**config.mk**
```make
export PLATFORM = sky130hd
export DESIGN_NAME = systolic_feeder_flat
export DESIGN_NICKNAME = d
export VERILOG_FILES = /design/src/rtl/systolic_feeder_if.sv /design/src/rtl/systolic_feeder.sv /design/src/flat_wrapper.sv
export SDC_FILE = /design/constraint.sdc
export NUM_CORES = 1
export LEC_CHECK = 0
export CAP_MARGIN = 20
export CORE_ASPECT_RATIO = 1.25
export CORE_MARGIN = 3
export CORE_UTILIZATION = 44
export DETAILED_ROUTE_END_ITERATION = 8
export MAX_ROUTING_LAYER = met4
export PLACE_DENSITY = 0.79
export SKIP_LAST_GASP = 1
export SYNTH_ARGS = -nofsm -noshare
export SYNTH_HDL_FRONTEND = slang
export SYNTH_SLANG_ARGS = --single-unit
```
**constraint.sdc**
```tcl
create_clock -name clk -period 2.8 [get_ports clk]
set_clock_uncertainty 0.1 [all_clocks]
set_input_delay 0.42 -clock clk [delete_from_list [all_inputs] [get_ports clk]]
set_output_delay 0.42 -clock clk [all_outputs]
set_load 0.05 [all_outputs]
```
**src/rtl/systolic_feeder_if.sv**
```systemverilog
// Operand handshake and skewed-stream bus between the feeder, its producer and the systolic core.
interface systolic_feeder_if #(
    parameter int unsigned N     = 2,
    parameter int unsigned WIDTH = 4
);
    logic                                in_valid;
    logic                                in_ready;
    logic [N-1:0][N-1:0][WIDTH-1:0]      mat_a;
    logic [N-1:0][N-1:0][WIDTH-1:0]      mat_b;
    logic                                finish;
    logic                                start;
    logic [1:0][N-1:0][WIDTH-1:0]        array;
    logic                                busy;
    logic                                done;
    logic                                err;

    modport master (
        output in_valid, mat_a, mat_b, finish,
        input  in_ready, start, array, busy, done, err
    );

    modport slave (
        input  in_valid, mat_a, mat_b, finish,
        output in_ready, start, array, busy, done, err
    );
endinterface

```
**src/rtl/systolic_feeder.sv**
```systemverilog
// Latches an A/B operand pair and replays it as the diagonally skewed edge stream for the
// systolic core, then waits (bounded) for the core's finish before reporting done or err.
module systolic_feeder #(
    parameter int unsigned N       = 2,
    parameter int unsigned WIDTH   = 4,
    parameter int unsigned TIMEOUT = 64
) (
    input logic              clk,
    input logic              rst_n,
    systolic_feeder_if.slave bus
);
    localparam int unsigned TW = (N > 1) ? $clog2(2 * N) : 1;
    localparam int unsigned CW = $clog2(TIMEOUT + 1);
    localparam int unsigned IW = (N > 1) ? $clog2(N) : 1;

    typedef logic [N-1:0][N-1:0][WIDTH-1:0] mat_t;
    typedef logic [1:0][N-1:0][WIDTH-1:0]   lanes_t;
    typedef enum logic [1:0] {S_IDLE, S_STREAM, S_WAIT, S_DONE} state_t;

    localparam logic [TW-1:0] T_LAST = TW'(2 * N - 2);
    localparam logic [CW-1:0] W_LAST = CW'(TIMEOUT - 1);

    state_t          state;
    logic [TW-1:0]   t;
    logic [CW-1:0]   wcnt;
    mat_t            a_q;
    mat_t            b_q;
    lanes_t          lanes;
    logic            start_q;
    logic            busy_q;
    logic            done_q;
    logic            err_q;

    // Edge vectors for stream cycle t: row i of A and column j of B are delayed by their lane index.
    function automatic lanes_t skew(input mat_t a, input mat_t b, input logic [TW-1:0] tt);
        lanes_t s;
        int     ti;
        s = '0;
        for (int i = 0; i < int'(N); i++) begin
            ti = int'(tt) - i;
            if (ti >= 0 && ti < int'(N)) begin
                s[0][IW'(i)] = a[IW'(i)][IW'(ti)];
                s[1][IW'(i)] = b[IW'(ti)][IW'(i)];
            end
        end
        return s;
    endfunction

    always_ff @(posedge clk) begin
        if (!rst_n) begin
            state   <= S_IDLE;
            t       <= '0;
            wcnt    <= '0;
            a_q     <= '0;
            b_q     <= '0;
            lanes   <= '0;
            start_q <= 1'b0;
            busy_q  <= 1'b0;
            done_q  <= 1'b0;
            err_q   <= 1'b0;
        end else begin
            start_q <= 1'b0;
            done_q  <= 1'b0;
            err_q   <= 1'b0;
            lanes   <= '0;
            case (state)
                S_IDLE: begin
                    if (bus.in_valid) begin
                        a_q     <= bus.mat_a;
                        b_q     <= bus.mat_b;
                        t       <= '0;
                        lanes   <= skew(bus.mat_a, bus.mat_b, '0);
                        start_q <= 1'b1;
                        busy_q  <= 1'b1;
                        state   <= S_STREAM;
                    end
                end
                S_STREAM: begin
                    if (t == T_LAST) begin
                        wcnt  <= '0;
                        state <= S_WAIT;
                    end else begin
                        t     <= t + TW'(1);
                        lanes <= skew(a_q, b_q, t + TW'(1));
                    end
                end
                S_WAIT: begin
                    // finish wins over a timeout landing on the same edge
                    if (bus.finish) begin
                        done_q <= 1'b1;
                        busy_q <= 1'b0;
                        state  <= S_DONE;
                    end else if (wcnt == W_LAST) begin
                        err_q  <= 1'b1;
                        busy_q <= 1'b0;
                        wcnt   <= '0;
                        state  <= S_IDLE;
                    end else begin
                        wcnt <= wcnt + CW'(1);
                    end
                end
                S_DONE: begin
                    wcnt  <= '0;
                    state <= S_IDLE;
                end
                default: state <= S_IDLE;
            endcase
        end
    end

    assign bus.in_ready = (state == S_IDLE);
    assign bus.start    = start_q;
    assign bus.array    = lanes;
    assign bus.busy     = busy_q;
    assign bus.done     = done_q;
    assign bus.err      = err_q;
endmodule
```
**src/flat_wrapper.sv**
```systemverilog
// flat-port wrapper written by rule: the top's interface ports become plain ports
module systolic_feeder_flat 
#(
    parameter int unsigned N       = 2,
    parameter int unsigned WIDTH   = 4,
    parameter int unsigned TIMEOUT = 64
)
  (clk, rst_n, bus_in_valid, bus_mat_a, bus_mat_b, bus_finish, bus_in_ready, bus_start, bus_array, bus_busy, bus_done, bus_err);
  systolic_feeder_if #(.N(N), .WIDTH(WIDTH)) bus_i ();
  input logic clk;
  input logic rst_n;
  input wire logic [$bits(bus_i.in_valid)-1:0] bus_in_valid;
  input wire logic [$bits(bus_i.mat_a)-1:0] bus_mat_a;
  input wire logic [$bits(bus_i.mat_b)-1:0] bus_mat_b;
  input wire logic [$bits(bus_i.finish)-1:0] bus_finish;
  output wire logic [$bits(bus_i.in_ready)-1:0] bus_in_ready;
  output wire logic [$bits(bus_i.start)-1:0] bus_start;
  output wire logic [$bits(bus_i.array)-1:0] bus_array;
  output wire logic [$bits(bus_i.busy)-1:0] bus_busy;
  output wire logic [$bits(bus_i.done)-1:0] bus_done;
  output wire logic [$bits(bus_i.err)-1:0] bus_err;
  assign bus_i.in_valid = bus_in_valid;
  assign bus_i.mat_a = bus_mat_a;
  assign bus_i.mat_b = bus_mat_b;
  assign bus_i.finish = bus_finish;
  assign bus_in_ready = bus_i.in_ready;
  assign bus_start = bus_i.start;
  assign bus_array = bus_i.array;
  assign bus_busy = bus_i.busy;
  assign bus_done = bus_i.done;
  assign bus_err = bus_i.err;
  systolic_feeder #(.N(N), .WIDTH(WIDTH), .TIMEOUT(TIMEOUT)) u_core (.clk(clk), .rst_n(rst_n), .bus(bus_i));
endmodule
```
power_grid.png
Scale bar: 20 um. Pins as bars on the die edge. Tap cells in gray.
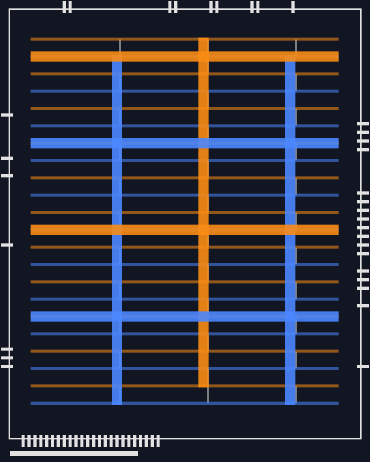
color	net
orange	VDD
blue	VSS
met5 straps	4
met4 straps	3
tap cells	34
met1 rails	22
rows	21

placement_by_type.png
Scale bar: 20 um.
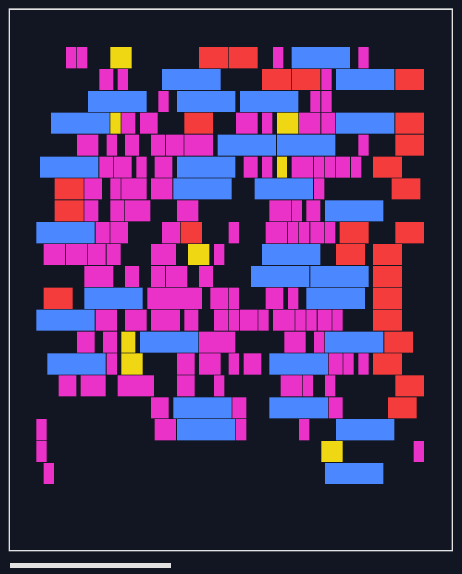
color	class	cells	share of their area
red	other buffers and delay cells	25	16%
yellow	clock drivers and dummy loads	8	3.2%
magenta	combinational and other logic	115	41%
blue	flops	31	40%
area inside the core boundary: 2760 um^2
sequential portion of the cell area: 0.387
final std cell area, no fill: 1600 um^2

-- report_power, final --
part	switching [mW]	internal, mW
clock network	0.146	0.0976
registers	0.0113	0.459
logic	0.0950	0.0469
total	0.252	0.603
-- stage by stage --
| step | area [um^2] | std cells | worst slack, ns | util |
|---|---|---|---|---|
| after floorplan | 1340 | 158 | 0.990 | - |
| after global placement | 1550 | 205 | 0.765 | 0.563 |
| after detailed placement | 1550 | 205 | 0.740 | 0.563 |
| after CTS | 1600 | 213 | 0.365 | 0.581 |
| after global routing | 1600 | 213 | 0.286 | 0.581 |
| final | 1600 | 213 | 0.378 | 0.581 |
-- final cells by class --
class,count,area (um^2)
fillers,271,1150
multi-input cells,111,628
flip-flops and latches,31,621
repair buffers,25,248
clock buffers,7,45.0
well taps,34,42.5
inverters,4,15.0
clock inverters,1,5.00
==> run summary <==
Notes on the physical implementation.

- In this run the number of cells on the critical path is 2.
- The initial antenna violation count was 0.
- The CTS log lists the clock sinks for this run as 31.
- Per the hold report, the tightest min-delay path originates at u_core.wcnt[6].
- Based on the critical path, the design can be clocked at up to around 410 MHz.
- The number of buffers and inverters on the critical path is 1, for reference.
- A synthesized cell averages between 8 and 9 um^2.
- The minimum setup slack among reg-to-reg paths is 1.06 ns, for reference.
- The number of flip-flops under the largest register name is 8, for reference.
- The simple-gate area share of the yosys netlist is 0.221, for reference.
- The report lists the power per cell area as 533 nW/um^2.
- The share of synthesized registers carrying an async set or reset is 0, for reference.
- The worst slew slack as a fraction of its limit is 0.669, for reference.
- In this run the count of I/O pins placed on the die edge is 57.
- The final timing report counts setup violations totalling 0.
- Of the post-synthesis cell area, the dominant cell type holds 0.472.
- Setup repair after global routing left no endpoint under its margin.
- The first global-routing pass estimated around 4200 um of wire.
- The leakage component of the power was reported as 0.605 nW.
- The post-CTS hold buffer count recorded in the log is 0.
- The synthesized instance count is 151.
- The final global-route overflow total is 0, for reference.
- The highest layer touched by signal routing is met4.
- The flow ran to the end, and the final reports show no timing, DRC or antenna violations.
- Post-route period utilization is reported as 0.865.
- The report lists the cells along the critical path as nor2_1 -> clkdlybuf4s50_1.
- The repair_antennas step left the layout with diodes totalling 0.
- The share of the Yosys chip area taken by registers is 0.472.
- The met3 track demand over resource is 0.0604, for reference.
- The finished design was reported to have a net count of 216.
- The pin closest to its max-slew limit shows a slew of a little under 0.5 ns.
- Note that the worst hold path type here is reg -> reg.
- The worst register-to-register path has a depth of 6.
- The count of flip-flops with a built-in enable after synthesis is 0, for reference.
- The area added between synthesis and finish is 22.0%, for reference.
- The clock tree from TritonCTS is yes, for reference.
- The most crowded layer after global routing is met2, for reference.
- The buffers inserted during post-CTS setup optimization is 0, for reference.
- Ranking logic cells in the layout by count gives the top entries sky130_fd_sc_hd__nand2_1 (31), sky130_fd_sc_hd__dfxtp_1 (31), sky130_fd_sc_hd__clkdlybuf4s50_1 (24).
- Per the timing report, the most critical flop-to-flop path finishes at u_core.bus.array[2].
- The cell resize tally after clock tree synthesis is 0, for reference.
- According to the timing report, the data required time at the worst endpoint equals roughly 2.3 ns.
- Counting the buffers created by CTS gives 5.
- Per the detail_route report, routed wire per instance is roughly 12 um.
- Hold-check failures listed in the final report amount to 0.
- Per the timing report, the biggest fanout along the worst path comes to 12.
- The synthesized design contains 31 register bits.
- After synthesis the cells add up to 1320 um^2.
- The yosys stat cell total is ~150, for reference.
- The warning total across the stage logs is 50, for reference.
- The detailed router finished its first iteration with 33 violations.
- The setup path with the least slack is of type reg -> out.
- The final weighted congestion of routability-driven global placement is 0.815, for reference.
- The wire length after detailed routing is around 2600 um, for reference.
- The number of stages on the worst hold path is 2, for reference.
- The routed layout reports a DRC error count of 0.
- The clock-pin slew on the worst setup and hold paths is 0.09 ns, for reference.
- The area fraction in full adders, half adders and majority gates is 0.0190, for reference.
- In the synthesized netlist, the dominant kind of combinational cell is simple AND/OR/NAND/NOR gates.
- Per the CTS log, the root buffer master is sky130_fd_sc_hd__clkbuf_4.
- The peak per-stage delay on the critical path is 0.85 ns, for reference.
Power figures rest on the tool's default switching activity, not on a simulated workload.
